==> run_1/met1.png <==
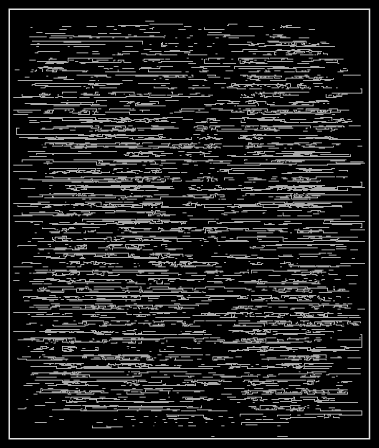
==> run_1/met2.png <==
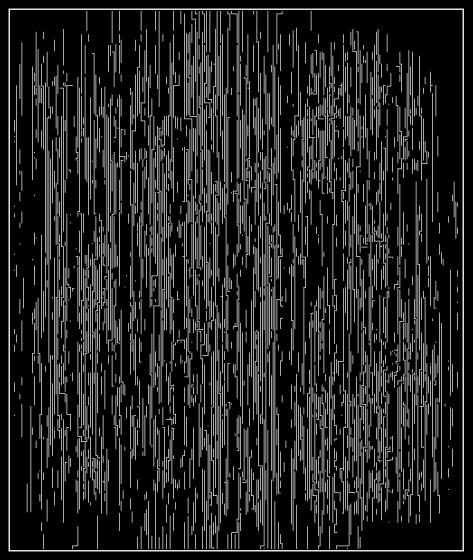
==> run_1/met3.png <==
Scale bar: 20 µm.
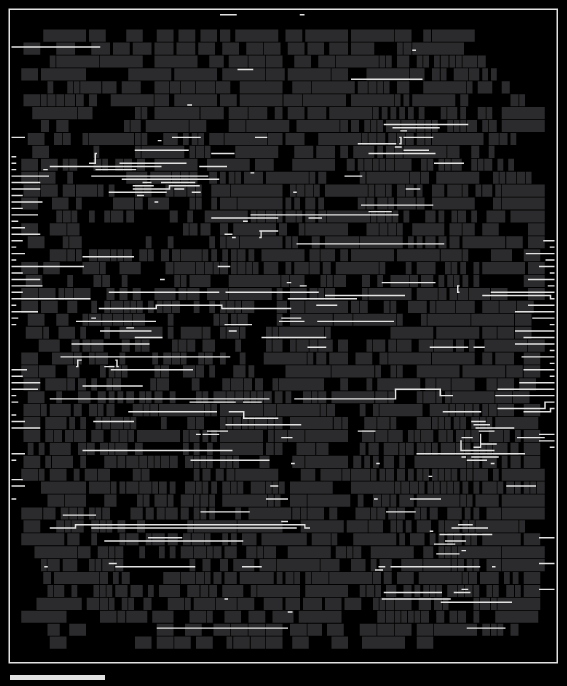
==> run_1/met4.png <==
Scale bar: 20 µm.
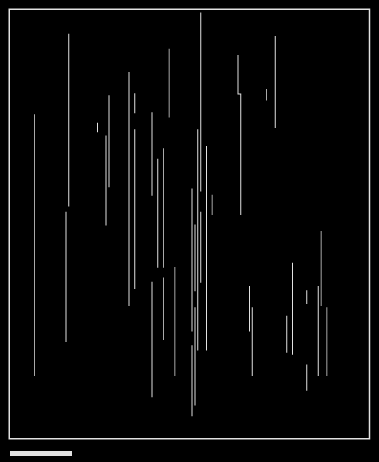
<file path="src/rtl/boot_image_verifier_if.sv">
// rtl/boot_image_verifier_if.sv - word read port between the boot image verifier and image storage
//
// Signals:
//   rd_req   level read request from the verifier
//   rd_addr  word index being requested (stable until the ack cycle)
//   rd_ack   read data valid this cycle
//   rd_data  read data, valid with rd_ack
//   rd_err   read error, qualified by rd_ack
// Modports: master = verifier side, slave = storage side.
interface boot_image_verifier_if;
  logic        rd_req;
  logic [15:0] rd_addr;
  logic        rd_ack;
  logic [31:0] rd_data;
  logic        rd_err;

  modport master (output rd_req, rd_addr, input rd_ack, rd_data, rd_err);
  modport slave  (input rd_req, rd_addr, output rd_ack, rd_data, rd_err);
endinterface

</file>
<file path="src/rtl/boot_image_verifier.sv">
// rtl/boot_image_verifier.sv - fetches a boot image and checks its keyed rolling digest
//
// Ports:
//   clk, rst_n           clock, asynchronous active-low reset
//   start                begin verification (accepted only in IDLE)
//   img_len, exp_digest  image length in words and expected digest, sampled on start
//   abort                tamper/abort request, forces a fail while busy
//   rd                   word read port (boot_image_verifier_if.master)
//   busy                 high while fetching or checking
//   verify_done          one-cycle result pulse
//   sig_valid            digest matched, held until next accepted start
//   digest               running / final digest
//   err_code             result code (only with BOOT_VERIFY_ERRCODE_EN defined)
//
// Optional feature macro: BOOT_VERIFY_ERRCODE_EN adds err_code[2:0]
//   0 pass, 1 bad length, 2 read error, 3 ack timeout, 4 digest mismatch, 5 abort.
module boot_image_verifier #(
  parameter logic [31:0] KEY         = 32'hA5C3_5A3C,
  parameter logic [15:0] MAX_LEN     = 16'd4096,
  parameter logic [15:0] ACK_TIMEOUT = 16'd1024
) (
  input  logic                         clk,
  input  logic                         rst_n,
  input  logic                         start,
  input  logic [15:0]                  img_len,
  input  logic [31:0]                  exp_digest,
  input  logic                         abort,
  boot_image_verifier_if.master        rd,
  output logic                         busy,
  output logic                         verify_done,
  output logic                         sig_valid,
  output logic [31:0]                  digest
`ifdef BOOT_VERIFY_ERRCODE_EN
  ,
  output logic [2:0]                   err_code
`endif
);

  typedef enum logic [1:0] {IDLE, FETCH, CHECK, DONE} state_t;

  state_t      state_q, state_d;
  logic [15:0] index_q, index_d;
  logic [15:0] tmo_q, tmo_d;
  logic [15:0] len_q, len_d;
  logic [31:0] exp_q, exp_d;
  logic [31:0] digest_q, digest_d;
  logic        sig_q, sig_d;

`ifdef BOOT_VERIFY_ERRCODE_EN
  localparam logic [2:0] ERR_PASS     = 3'd0;
  localparam logic [2:0] ERR_LEN      = 3'd1;
  localparam logic [2:0] ERR_RD       = 3'd2;
  localparam logic [2:0] ERR_TMO      = 3'd3;
  localparam logic [2:0] ERR_MISMATCH = 3'd4;
  localparam logic [2:0] ERR_ABORT    = 3'd5;
  logic [2:0] err_q, err_d;
`endif

  always_ff @(posedge clk or negedge rst_n) begin
    if (!rst_n) begin
      state_q  <= IDLE;
      index_q  <= 16'd0;
      tmo_q    <= 16'd0;
      len_q    <= 16'd0;
      exp_q    <= 32'd0;
      digest_q <= KEY;
      sig_q    <= 1'b0;
`ifdef BOOT_VERIFY_ERRCODE_EN
      err_q    <= 3'd0;
`endif
    end else begin
      state_q  <= state_d;
      index_q  <= index_d;
      tmo_q    <= tmo_d;
      len_q    <= len_d;
      exp_q    <= exp_d;
      digest_q <= digest_d;
      sig_q    <= sig_d;
`ifdef BOOT_VERIFY_ERRCODE_EN
      err_q    <= err_d;
`endif
    end
  end

  always_comb begin
    state_d  = state_q;
    index_d  = index_q;
    tmo_d    = tmo_q;
    len_d    = len_q;
    exp_d    = exp_q;
    digest_d = digest_q;
    sig_d    = sig_q;
`ifdef BOOT_VERIFY_ERRCODE_EN
    err_d    = err_q;
`endif
    case (state_q)
      IDLE: begin
        if (start) begin
          len_d    = img_len;
          exp_d    = exp_digest;
          digest_d = KEY;
          index_d  = 16'd0;
          tmo_d    = 16'd0;
          sig_d    = 1'b0;
`ifdef BOOT_VERIFY_ERRCODE_EN
          err_d    = ERR_PASS;
`endif
          if (img_len == 16'd0 || img_len > MAX_LEN) begin
            state_d = DONE;
`ifdef BOOT_VERIFY_ERRCODE_EN
            err_d   = ERR_LEN;
`endif
          end else begin
            state_d = FETCH;
          end
        end
      end
      FETCH: begin
        // abort wins over a same-cycle ack: the word is not folded in
        if (abort) begin
          state_d = DONE;
`ifdef BOOT_VERIFY_ERRCODE_EN
          err_d   = ERR_ABORT;
`endif
        end else if (rd.rd_ack) begin
          if (rd.rd_err) begin
            state_d = DONE;
`ifdef BOOT_VERIFY_ERRCODE_EN
            err_d   = ERR_RD;
`endif
          end else begin
            digest_d = {digest_q[26:0], digest_q[31:27]} + (rd.rd_data ^ KEY);
            index_d  = index_q + 16'd1;
            tmo_d    = 16'd0;
            if (index_q == len_q - 16'd1) begin
              state_d = CHECK;
            end
          end
        end else if (tmo_q == ACK_TIMEOUT - 16'd1) begin
          // this was the last allowed wait cycle for the outstanding read
          state_d = DONE;
`ifdef BOOT_VERIFY_ERRCODE_EN
          err_d   = ERR_TMO;
`endif
        end else begin
          tmo_d = tmo_q + 16'd1;
        end
      end
      CHECK: begin
        state_d = DONE;
        if (abort) begin
`ifdef BOOT_VERIFY_ERRCODE_EN
          err_d = ERR_ABORT;
`endif
        end else if (digest_q == exp_q) begin
          sig_d = 1'b1;
`ifdef BOOT_VERIFY_ERRCODE_EN
          err_d = ERR_PASS;
`endif
        end else begin
`ifdef BOOT_VERIFY_ERRCODE_EN
          err_d = ERR_MISMATCH;
`endif
        end
      end
      DONE: begin
        state_d = IDLE;
      end
      default: begin
        state_d = IDLE;
      end
    endcase
  end

  assign rd.rd_req   = (state_q == FETCH);
  assign rd.rd_addr  = index_q;
  assign busy        = (state_q == FETCH) || (state_q == CHECK);
  assign verify_done = (state_q == DONE);
  assign sig_valid   = sig_q;
  assign digest      = digest_q;
`ifdef BOOT_VERIFY_ERRCODE_EN
  assign err_code    = err_q;
`endif

endmodule

</file>
<file path="src/flat_wrapper.sv">
// flat-port wrapper written by rule: the top's interface ports become plain ports
module boot_image_verifier_flat 
#(
  parameter logic [31:0] KEY         = 32'hA5C3_5A3C,
  parameter logic [15:0] MAX_LEN     = 16'd4096,
  parameter logic [15:0] ACK_TIMEOUT = 16'd1024
)
  (clk, rst_n, start, img_len, exp_digest, abort, busy, verify_done, sig_valid, digest, rd_rd_req, rd_rd_addr, rd_rd_ack, rd_rd_data, rd_rd_err);
  boot_image_verifier_if rd_i ();
  input  logic clk;
  input  logic rst_n;
  input  logic start;
  input  logic [15:0] img_len;
  input  logic [31:0] exp_digest;
  input  logic abort;
  output logic busy;
  output logic verify_done;
  output logic sig_valid;
  output logic [31:0] digest;
  output wire logic [$bits(rd_i.rd_req)-1:0] rd_rd_req;
  output wire logic [$bits(rd_i.rd_addr)-1:0] rd_rd_addr;
  input wire logic [$bits(rd_i.rd_ack)-1:0] rd_rd_ack;
  input wire logic [$bits(rd_i.rd_data)-1:0] rd_rd_data;
  input wire logic [$bits(rd_i.rd_err)-1:0] rd_rd_err;
  assign rd_rd_req = rd_i.rd_req;
  assign rd_rd_addr = rd_i.rd_addr;
  assign rd_i.rd_ack = rd_rd_ack;
  assign rd_i.rd_data = rd_rd_data;
  assign rd_i.rd_err = rd_rd_err;
  boot_image_verifier #(.KEY(KEY), .MAX_LEN(MAX_LEN), .ACK_TIMEOUT(ACK_TIMEOUT)) u_core (.clk(clk), .rst_n(rst_n), .start(start), .img_len(img_len), .exp_digest(exp_digest), .abort(abort), .rd(rd_i), .busy(busy), .verify_done(verify_done), .sig_valid(sig_valid), .digest(digest));
endmodule
</file>
<file path="config.mk">
export PLATFORM = sky130hd
export DESIGN_NAME = boot_image_verifier_flat
export DESIGN_NICKNAME = d
export VERILOG_FILES = /design/src/rtl/boot_image_verifier_if.sv /design/src/rtl/boot_image_verifier.sv /design/src/flat_wrapper.sv
export SDC_FILE = /design/constraint.sdc
export NUM_CORES = 1
export LEC_CHECK = 0
export ABC_AREA = 1
export ABC_CLOCK_PERIOD_IN_PS = 2600
export CAP_MARGIN = 20
export CORE_ASPECT_RATIO = 1.2
export CORE_MARGIN = 2
export CORE_UTILIZATION = 54
export DETAILED_ROUTE_END_ITERATION = 12
export HOLD_SLACK_MARGIN = 0.06
export PLACE_DENSITY = 0.81
export SLEW_MARGIN = 20
export SYNTH_ARGS = -nofsm -noshare
export SYNTH_HDL_FRONTEND = slang
export SYNTH_SLANG_ARGS = --single-unit
</file>
<file path="constraint.sdc">
create_clock -name clk -period 2.6 [get_ports clk]
set_input_delay 0.52 -clock clk [delete_from_list [all_inputs] [get_ports clk]]
set_output_delay 0.52 -clock clk [all_outputs]
set_load 0.05 [all_outputs]
</file>
==> reports/qor.yml, run 1 <==
status:
  outcome: "finished clean"
clock_tree:
  clk_latency_ns: 0.43
  clock_tree.buffer_depth: 2
  cts_buffers: 17
  htree_levels: 4
  post_cts_buffers: 0
global_routing:
  first_global_vias: 7879
  track_usage_pct: 33.4
  grt_max_degree: 61
routing:
  drtIter0Drc: 698
  firstDrtPassIters: 6
  drcViolationCount: 0
  final_antenna_net_count: 0
  wl_per_cell_um: 17.8
critical_path:
  crit_buf_inv: 2
  rr_startpoint: "u_core.state_q[0]"
  cp_slowest_stage_delay_ns: 0.81
  crit_chain: "buf_4 -> clkdlybuf4s50_1"
  worstSetupPathType: "flop to output pin"
  reg2reg_depth: 14
  cp.depth: 2
  r2r-end: "u_core.rd.rd_addr[10]"
  cp.required_ns: 2.08
  crit_path_start_kind: "flop"
  r2r_slack_ns: 0.24
power_and_ir_drop:
  p_leak_uw: 0.00497
  finalPower_uw: 11800
  seqPwrFrac_pct: 26.9
  irDropWorstVdd_mv: 0.660
layout:
  nFillCells: 1135
  diodes: 0
  final_layout_size_suffix_gt1_share_pct: 13.1
  final_util_pct: 73.9
  lay_top_count: "nand2_1"
  most-common-layout-cells: "nand2_1, inv_1, clkdlybuf4s50_1, nor2_1, dfrtp_1"
  finalNetCount: 1386
  syn_to_final_growth_pct: 33.1
yosys:
  ys_cells: 1065
  synth.yosys.seq_area_share_pct: 36.2
  synth_cells: 1065
  yosys_warnings: 0
  syn_area_per_cell_um2: 7.51
  ys_area_um2: 8000
  synth_nets: 1190
timing:
  drv_slew: 0
  min_period_over_period_pct: 94.7
  max_freq_ghz: 0.406
  finalWorstSetupSlack_ns: 0.139
  min_period_ns: 2.46
  relSlewSlack_pct: 53.8
job:
  warnings: 29
  drv_cap: 0
placed_design:
  place_inst: 1416
  io_buffers: 137
  gp_congestion: 0.975
hold_path:
  holdPathStages: 1
  holdCritPathClass: "flop to flop"
floorplan:
  die_y_um: 137
  coreArea_um2: 14400
  fp_util_pct: 55.5
## Picture notes: met1.png
1275 nets have wire on it. The layer carries 10100 µm of wire.
Post-Route WL: 25900 µm
met1 Use GR: 40.1%
vias: 8118

## Picture notes: met2.png
The longest straight run is 60.9 µm. 1152 nets have wire on it. The layer holds 50% of the routed length. The wires run mostly vertical. The layer carries 12900 µm of wire.

## Picture notes: met3.png
The layer holds 6.4% of the routed length. The longest straight run is 48.3 µm. The wires run mostly horizontal. 177 nets have wire on it. The layer carries 1660 µm of wire.
met3 Usage GRT: 5.54%

## Picture notes: met4.png
The wires run mostly vertical. The layer holds 4.5% of the routed length. The layer carries 1170 µm of wire. 30 nets have wire on it.

[run 1: registers in the layout, indices dropped and copies added, names as in the netlist]
register,cells
u_core.tmo_q,16
u_core.state_q,2
u_core.sig_valid,1
u_core.digest,32
u_core.exp_q,32
u_core.len_q,16
u_core.rd.rd_addr,16
[run 1: layer usage]
layer	global-route usage, %	vias to the layer above	wire length (µm)
li1	-	3944	-
met1	40.1	3753	10100
met2	58.0	343	12900
met4	16.0	0	1170
met5	0	-	0
met3	5.54	78	1660
[run 1: worst min path at each step]
stage,slack [ns],endpoint,start
6_report,0.53,u_core.exp_q[19],u_core.exp_q[19]
5_1_grt,0.55,u_core.exp_q[31],u_core.exp_q[31]
4_1_cts,0.53,u_core.exp_q[5],u_core.exp_q[5]
3_5_place_dp,0.50,u_core.digest[6],rst_n
3_3_place_gp,0.51,u_core.exp_q[5],rst_n
2_1_floorplan,0.22,u_core.digest[0],rst_n
[run 1: logic make-up after synthesis]
kind of cell | share of synthesized area [%]
buf+inv | 7.87
mux | 5.33
fa+ha+maj | 6.19
simple gates | 25.2
compound gates | 13.6
xor+xnor | 5.54
flops | 36.2
[run 1: metrics by stage]
step | setup TNS, ns | hold slack (ns)
global placement | -0.485 | 0.510
global route | 0 | 0.546
detailed placement | -0.873 | 0.505
finish | 0 | 0.527
CTS | 0 | 0.528
floorplan | 0 | 0.224
[run 1: power by group through the flow]
stage | Clock, µW | Sequential (µW) | Combinational (µW)
floorplan | 0 | 3570 | 3310
global placement | 0 | 3150 | 5780
detailed placement | 0 | 3170 | 5870
CTS | 2650 | 3150 | 5950
global route | 2740 | 3230 | 6510
finish | 2630 | 3180 | 6000
[run 1: area by class of cell]
cell class                 count  area, µm²  share of cell area [%]
inverter                     142        533                    5.01
multi-input combinational    787       4480                    42.1
tap                          175        219                    2.06
clock inverter                10        178                    1.67
clock buffer                  22        484                    4.55
sequential                   115       2900                    27.2
timing repair buffer         198       1850                    17.4
[run 1: Yosys cell counts (4+ instances only)]
cell      instances  area (µm²)
o21ai_0          87         435
o22ai_1          10        62.6
clkbuf_1         10        37.5
nand2_1         222         833
buf_2             8        40.0
dfrtp_1          99        2480
ha_1             38         475
mux2_2           37         417
a21o_1            5        37.5
nor4_1           14        87.6
nor2_1          100         375
nor3_1           24         120
dfstp_2          16         420
inv_2             4        15.0
xor2_1           29         254
xnor2_1          19         166
nand3_1          61         305
inv_1           138         518
nand4_1          17         106
o21ai_1           5        25.0
a21oi_1          72         360
o21a_1            5        37.5
nand3b_1          5        37.5
[run 1: worst reg2reg max path, stage by stage (launching register included)]
cell      delay [ns]
dfrtp_1         0.45
inv_1           0.10
ha_1            0.25
inv_1           0.16
nand2_2         0.08
a21boi_4        0.17
nand2_4         0.15
inv_2           0.09
nand3_1         0.14
nor2_2          0.15
nand3_1         0.14
nor3_4          0.19
nand3_1         0.09
nand2_1         0.07
nor2_1          0.04
[run 1: timing repair]
action,in CTS,in global routing
resized,0,2
hold endpoints to repair,1,0
setup endpoints to repair,0,2
hold buffers,1,0
==> run_1/final_congestion.png <==
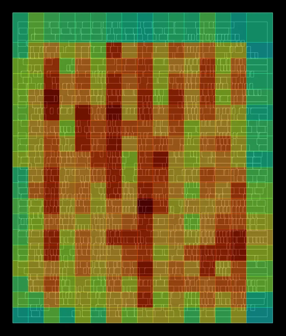

--- run 2 (diff from run 1) ---
GPL_TIMING_DRIVEN = 0   (was not set)
==> run_2/final_congestion.png <==
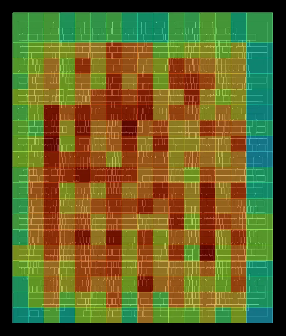
GR Util All Layers: 32.8%
WL per Instance: 17.8 µm
met3 Usage GRT: 5.37%
GR Util met2: 55.2%
met1 Use GR: 40.1%

==> run 2 against run 1 <==
Register-to-register slack got worse by 0.03 ns. Design area decreased by 3.8%. Fmax decreased by 2.4%. Utilization decreased by 2.8 points. Global-route usage decreased by 0.61 points.
==> reports/qor.yml, run 2 <==
power_and_ir_drop:
  seqPwrFrac_pct: 28.4
  p_sw_share_pct: 46.4
  finalPower_uw: 11300
  switchingPower_uw: 5220
  clkPwrFrac_pct: 21.6
  combPwrFrac_pct: 50.0
  p_per_area_nw_per_um2: 1100
  p_leak_uw: 0.00468
  irDropWorstVdd_mv: 0.711
  intPower_uw: 6030
yosys:
  syn_area_um2: 8000
  yosys.cell_count.top_type: "nand2_1"
  synth_nets: 1190
  syn_area_per_cell_um2: 7.51
  ys_cells: 1065
  ys.flops: 115
  flop_cell: "dfrtp_1"
  yosys.area.top_type_share_pct: 31.0
  top_area_cell: "dfrtp_1"
  async_flop_share_pct: 100
  edf_count: 0
  synth_cells: 1065
  synth.yosys.seq_area_share_pct: 36.2
  synth_cell_types: 48
  ys_area_um2: 8000
  synthTopCellsByArea: "dfrtp_1, nand2_1, inv_1"
  yosys_warnings: 0
  synthTopCellsByCount: "nand2_1, inv_1, nor2_1, dfrtp_1, o21ai_0"
global_routing:
  grt_pass1_wl_um: 39400
  grt_overflow: 0
  antenna_found_initial: 0
  first_global_vias: 7633
  grt_max_degree: 73
job:
  drv_cap: 0
  warnings: 29
timing:
  finalClockSkew_ns: 0.0127
  min_period_ns: 2.52
  min_period_over_period_pct: 97.0
  drv_slew: 0
  setup-violations-final: 0
  relSlewSlack_pct: 48.7
  tightest_slew_ns: 0.769
  rsz0062_at_grt: "false"
  finalWorstSetupSlack_ns: 0.0774
  max_freq_ghz: 0.396
  hold_viol: 0
layout:
  nFillCells: 1196
  final_cells: 1409
  finalNetCount: 1346
  lay_top_count: "nand2_1"
  final_layout_size_suffix_gt1_share_pct: 10.0
  syn_to_final_growth_pct: 28.0
  most-common-layout-cells: "nand2_1, inv_1, clkdlybuf4s50_1, nor2_1, dfrtp_1"
  diodes: 0
floorplan:
  die_y_um: 137
  dieArea_um2: 15800
  fp_util_pct: 55.5
  num_rows: 48
  coreArea_um2: 14400
  boundaryPins: 138
  die_x_um: 115
routing:
  drcViolationCount: 0
  num_vias: 8014
  finalWirelength_um: 25000
  vias_per_cell: 5.69
  firstDrtPassIters: 6
  final_antenna_net_count: 0
  drtIter0Drc: 503
critical_path:
  crit_arrival_ns: 2.00
  crit_path_start_kind: "flop"
  end_kind: "output pin"
  worstSetupPathType: "flop to output pin"
  cp_max_fo: 4
  cp.required_ns: 2.08
placed_design:
  io_buffers: 136
  dp_hpwl_um: 19400
  pre_cts_slack_ns: -0.314
  place_inst: 1377
  gp_congestion: 1.01
clock_tree:
  htree_levels: 4
  clk_latency_ns: 0.43
  cts_tree: "built"
  hold_buffers: 0
  cts.sinks: 115
  clk_pin_slew_ns: 0.06
  clock_tree.buffer_depth: 2
  cts_buffers: 17
  clockRootBuffer: "clkbuf_16"
hold_path:
  holdCritPathClass: "primary input to asynchronous set/reset pin"
status:
  outcome: "finished clean"
[run 2: path summary, 6_finish.rpt]
check,slack [ns],cells after the start,to,startpoint
setup / recovery,0.08,3,rd_rd_req,u_core.state_q[1]
hold / removal,0.12,1,u_core.exp_q[27],rst_n
setup reg to reg,0.21,10,u_core.rd.rd_addr[5],u_core.state_q[1]
hold reg to reg,0.53,1,u_core.exp_q[14],u_core.exp_q[14]
max in group asynchronous,1.76,2,u_core.digest[14],rst_n
min in group clk,0.45,4,u_core.tmo_q[10],rd_rd_ack
[run 2: critical path, cell delays in order (launching register included)]
cell and delay (ns):
dfrtp_1 0.41, inv_1 0.11, ha_1 0.22, clkdlybuf4s50_1 0.83
[run 2: final cells by class]
type / count / area (µm²) / share of cell area [%]
multi-input combinational: 787 / 4500 / 43.9
sequential: 115 / 2900 / 28.3
timing repair buffer: 137 / 1380 / 13.5
inverter: 142 / 533 / 5.21
clock buffer: 17 / 425 / 4.16
tap: 175 / 219 / 2.14
clock inverter: 15 / 184 / 1.80
buffer: 21 / 97.6 / 0.953
[run 2: layer usage]
layer  GRT usage, %  wire length [µm]
met3           5.37              1510
met4           17.8              1260
met5              0                 0
met2           55.2             12200
met1           40.1             10000
[run 2: stage by stage]
step           hold WS (ns)  util [%]  setup TNS [ns]  cell area (µm²)
2_1_floorplan         0.224         -               0             8000
3_3_place_gp          0.508      66.5         -373.84             9580
3_5_place_dp          0.516      66.6           -4.03             9600
4_1_cts               0.139      70.8               0            10200
5_1_grt               0.173      71.0               0            10200
6_report              0.119      71.0               0            10200
[run 2: what timing repair did]
action	4_1_cts	5_1_grt
setup endpoints to repair	1	16
gates resized	1	13
endpoints found under the hold margin	0	0
buffers inserted	0	0
[run 2: logic make-up (layout without fill, tap and decap cells)]
group | Yosys count | after routing | share of synthesized area [%]
xor gates and xnor gates | 49 | 49 | 5.54
buffers and inverters | 163 | 332 | 7.87
DFF | 115 | 115 | 36.2
and+or+nand+nor | 462 | 462 | 25.2
muxes | 38 | 38 | 5.33
adders and majority gates | 39 | 39 | 6.19
AOI/OAI and AO/OA | 199 | 199 | 13.6
[run 2: power by group through the flow]
stage	Clock (µW)	Combinational (µW)	Sequential, µW
2_1_floorplan	0	3310	3570
3_3_place_gp	0	5410	3180
3_5_place_dp	0	5530	3200
4_1_cts	2450	5570	3180
5_1_grt	2540	6160	3260
6_report	2430	5620	3200
Power figures rest on the tool's default switching activity, not on a simulated workload.
